[src/rtl/conv_pkg.sv]
// Shared types and index/width helpers for the streaming convolution engine.
package conv_pkg;

  typedef enum logic [1:0] {IDLE, MAC, OUT, DONE} state_t;

  function automatic int unsigned clog2(input int unsigned v);
    int unsigned r;
    r = 0;
    for (int unsigned i = 0; i < 32; i++) begin
      if ((64'd1 << i) < 64'(v)) r = i + 1;
    end
    return r;
  endfunction

  // Index ports need at least one bit even when only a single value exists.
  function automatic int unsigned idx_width(input int unsigned v);
    return (clog2(v) == 0) ? 1 : clog2(v);
  endfunction

  function automatic int unsigned acc_width(input int unsigned w, input int unsigned nx,
                                            input int unsigned nh);
    return 2 * w + clog2((nx < nh) ? nx : nh);
  endfunction

  function automatic int unsigned kmin(input int unsigned n, input int unsigned nh);
    return (n + 1 >= nh) ? n + 1 - nh : 0;
  endfunction

  function automatic int unsigned kmax(input int unsigned n, input int unsigned nx);
    return (n < nx - 1) ? n : nx - 1;
  endfunction

endpackage

[src/rtl/conv_mac.sv]
// Registered multiply-accumulate with synchronous clear and enable.
module conv_mac
  import conv_pkg::*;
#(
  parameter int unsigned W      = 8,
  parameter int unsigned ACC_W  = 19,
  parameter int unsigned SIGNED = 0
) (
  input  logic             clk,
  input  logic             rstn,
  input  logic             clr,
  input  logic             en,
  input  logic [W-1:0]     a,
  input  logic [W-1:0]     b,
  output logic [ACC_W-1:0] acc
);

  logic [ACC_W-1:0] prod_ext;

  // Product is extended to the accumulator width before summing.
  if (SIGNED != 0) begin : g_signed
    logic signed [2*W-1:0] prod;
    always_comb begin
      prod     = (2*W)'($signed(a)) * (2*W)'($signed(b));
      prod_ext = ACC_W'(prod);
    end
  end else begin : g_unsigned
    logic [2*W-1:0] prod;
    always_comb begin
      prod     = (2*W)'(a) * (2*W)'(b);
      prod_ext = ACC_W'(prod);
    end
  end

  always_ff @(posedge clk) begin
    if (rstn || clr) acc <= '0;
    else if (en)     acc <= acc + prod_ext;
  end

endmodule

[src/rtl/conv_stream_engine.sv]
// Time-shared linear convolution: one MAC per term, results streamed out with valid/ready.
module conv_stream_engine
  import conv_pkg::*;
#(
  parameter  int unsigned W      = 8,
  parameter  int unsigned NX     = 8,
  parameter  int unsigned NH     = 8,
  parameter  int unsigned SIGNED = 0,
  localparam int unsigned L      = NX + NH - 1,
  localparam int unsigned ACC_W  = acc_width(W, NX, NH),
  localparam int unsigned IDX_W  = idx_width(L)
) (
  input  logic               clk,
  input  logic               rstn,
  input  logic               start,
  input  logic [NX*W-1:0]    x_in,
  input  logic [NH*W-1:0]    h_in,
  output logic               busy,
  output logic               done,
  output logic               y_valid,
  input  logic               y_ready,
  output logic [ACC_W-1:0]   y_data,
  output logic [IDX_W-1:0]   y_idx,
  output logic               y_last
);

  localparam int unsigned KW = idx_width(NX);
  localparam int unsigned HW = idx_width(NH);

  state_t           state_q, state_d;
  logic [IDX_W-1:0] n_q, n_d;
  logic [KW-1:0]    k_q, k_d;
  logic [W-1:0]     x_q [NX];
  logic [W-1:0]     h_q [NH];
  logic [HW-1:0]    hsel;
  logic [W-1:0]     op_a, op_b;
  logic             last_term, snap, mac_clr, mac_en;

  assign hsel      = HW'(32'(n_q) - 32'(k_q));
  assign last_term = (32'(k_q) == kmax(32'(n_q), NX));
  assign op_a      = x_q[k_q];
  assign op_b      = h_q[hsel];

  always_comb begin
    state_d = state_q;
    n_d     = n_q;
    k_d     = k_q;
    snap    = 1'b0;
    mac_clr = 1'b0;
    mac_en  = 1'b0;
    case (state_q)
      IDLE: begin
        if (start) begin
          snap    = 1'b1;
          mac_clr = 1'b1;
          n_d     = '0;
          k_d     = KW'(kmin(0, NH));
          state_d = MAC;
        end
      end
      MAC: begin
        mac_en = 1'b1;
        if (last_term) state_d = OUT;
        else           k_d     = k_q + KW'(1);
      end
      OUT: begin
        if (y_ready) begin
          if (n_q == IDX_W'(L - 1)) begin
            state_d = DONE;
          end else begin
            n_d     = n_q + IDX_W'(1);
            k_d     = KW'(kmin(32'(n_q) + 32'd1, NH));
            mac_clr = 1'b1;
            state_d = MAC;
          end
        end
      end
      DONE:    state_d = IDLE;
      default: state_d = IDLE;
    endcase
  end

  // Handshake outputs are registered from the next-state decode.
  always_ff @(posedge clk) begin
    if (rstn) begin
      state_q <= IDLE;
      n_q     <= '0;
      k_q     <= '0;
      busy    <= 1'b0;
      done    <= 1'b0;
      y_valid <= 1'b0;
      y_last  <= 1'b0;
      y_idx   <= '0;
    end else begin
      state_q <= state_d;
      n_q     <= n_d;
      k_q     <= k_d;
      busy    <= (state_d == MAC) || (state_d == OUT);
      done    <= (state_d == DONE);
      y_valid <= (state_d == OUT);
      y_last  <= (state_d == OUT) && (n_d == IDX_W'(L - 1));
      y_idx   <= n_d;
    end
  end

  // Operand snapshot: the running job is isolated from later input changes.
  always_ff @(posedge clk) begin
    if (snap) begin
      for (int i = 0; i < int'(NX); i++) x_q[i] <= x_in[i*W +: W];
      for (int i = 0; i < int'(NH); i++) h_q[i] <= h_in[i*W +: W];
    end
  end

  conv_mac #(.W(W), .ACC_W(ACC_W), .SIGNED(SIGNED)) u_mac (
    .clk  (clk),
    .rstn (rstn),
    .clr  (mac_clr),
    .en   (mac_en),
    .a    (op_a),
    .b    (op_b),
    .acc  (y_data)
  );

endmodule

[config.mk]
export PLATFORM = sky130hd
export DESIGN_NAME = conv_stream_engine
export DESIGN_NICKNAME = d
export VERILOG_FILES = /design/src/rtl/conv_pkg.sv /design/src/rtl/conv_mac.sv /design/src/rtl/conv_stream_engine.sv
export SDC_FILE = /design/constraint.sdc
export NUM_CORES = 1
export LEC_CHECK = 0
export CORE_ASPECT_RATIO = 1.5
export CORE_UTILIZATION = 52
export CTS_BUF_LIST = sky130_fd_sc_hd__clkbuf_16
export DETAILED_ROUTE_END_ITERATION = 8
export PLACE_DENSITY_LB_ADDON = 0.1
export SYNTH_ARGS = -nofsm -noshare
export SYNTH_HDL_FRONTEND = slang
export SYNTH_SLANG_ARGS = --single-unit
export TNS_END_PERCENT = 100
[constraint.sdc]
create_clock -name clk -period 6.6 [get_ports clk]
set_input_delay 0.66 -clock clk [delete_from_list [all_inputs] [get_ports clk]]
set_output_delay 0.66 -clock clk [all_outputs]
set_load 0.01 [all_outputs]
Cell sizes after repair:
Scale bar: 20 um.
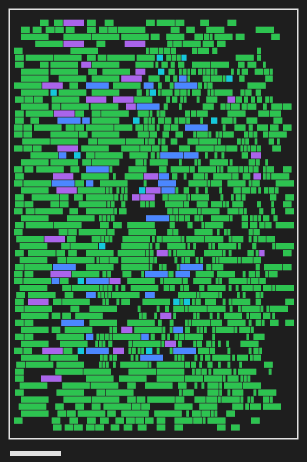
Green stands for drive 1 or less, cells 910. Blue stands for drive 6 and up, cells 33. Cyan stands for drive 3 to 4, cells 16. Purple stands for drive 2, cells 33.
post-route setup slack: 0.343 ns
final instance area: 11800 um^2
Repair and plain buffers: 175
area grow syn2layout: 25.5%

==> results.toml <==
# implementation run metrics
[run_status]
status = "finished, violations left"
failed_checks = "design-rule violations"

[synthesis]
top_area_share_pct = 40.8
logic_family = "adder cells"
syn_nets = 1053
xor_share_pct = 1.17
ys_area_um2 = 9420
ys_sh_simple_pct = 14.8
yosysTopAreaCell = "edfxtp_1"
syn-cell-area_um2 = 9420
synthMuxAreaShare_pct = 6.11
synth.top_cells.by_count = "128 x edfxtp_1, 111 x inv_1, 88 x nand2_1"
edf_count = 128

[cells_and_area]
buf_share_pct = 14.6
n_fill_cell = 1340
drive_gt1_share_pct = 8.27
n_antenna_cell = 0
logic_gates = 512
logic_area_um2 = 4290

[route]
dr_wl_met2_um = 10500
wl_met1_um = 7170
highest_layer = "met4"
drt_iter0_markers = 370
drc = 4

[cts]
cts_root_buf = "clkbuf_16"
clock_sinks = 163
cts_hold_buf = 0
clock_path_buffers = 2
cts_made_buffers = 17
ctsResizeCount = 0

[worst_hold_path]
worstHoldStart = "u_mac.acc[14]"
min_to = "u_mac.acc[14]"

[critical_path]
crit_path_start = "n_q[0]"
endpoint = "u_mac.acc[17]"
crit_fanout = 32
crit_family = "adder cells"
crit_required_ns = 6.93
crit_slowest_cell = "fa_1"
reg2reg_from = "n_q[0]"

[final_timing]
rsz0062_at_grt = "false"
relSlewSlack_pct = 45.6
finalClockPeriodUsage_pct = 94.8
tightest_slew_ns = 0.817

[floorplanning]
die_w_um = 112
ios = 159

[pwr]
powerDensity_nw_per_um2 = 457

[job]
warnings = 31

[placement]
dpl.hpwl_um = 15200
Wiring heat map:
22 x 33 tiles, from dark blue (low) to red (high), scaled to the fullest tile. Values are wire area over tile area, all layers added.
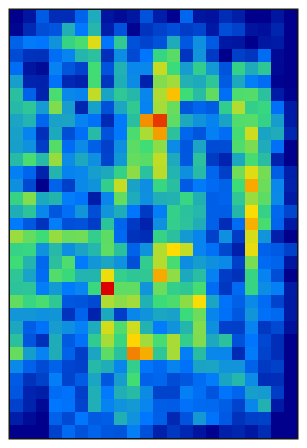
The fullest tile reaches 0.58. The emptiest ninth of the die: lower right. 5.2% of the tiles are nearly empty. The densest ninth of the die: centre. The mean over all tiles is 0.17.
Wirelength per Cell: 16.3 um
via count: 6458
final wirelength: 19600 um
GRT Util Overall: 22.8%

==> cells in the final DEF (no fill, tap or decap), types with 5 or more instances in the layout <==
master           instances
dfxtp_1                 35
clkdlybuf4s50_1        158
inv_1                  110
nor2_1                  56
fa_1                    51
ha_1                    52
o211ai_1                 6
mux4_2                  16
or2_1                    8
inv_6                    7
nand2_1                 88
nor3_1                   6
inv_8                    5
clkbuf_16               17
a21o_1                   6
edfxtp_1               128
buf_4                   15
nand4_2                  6
a21oi_1                 20
a31oi_1                  6
o21ai_0                 15
nand2b_1                23
nand4_1                  8
nor2b_1                 18
mux2i_1                 17
nand3_1                 45
==> sequential cells by signal, indices dropped and copies added (netlist names), named ones only <==
signal     flops
h_q           64
x_q           64
u_mac.acc     19
n_q            4
k_q            3
state_q        2
busy           1
done           1
y_last         1
y_valid        1
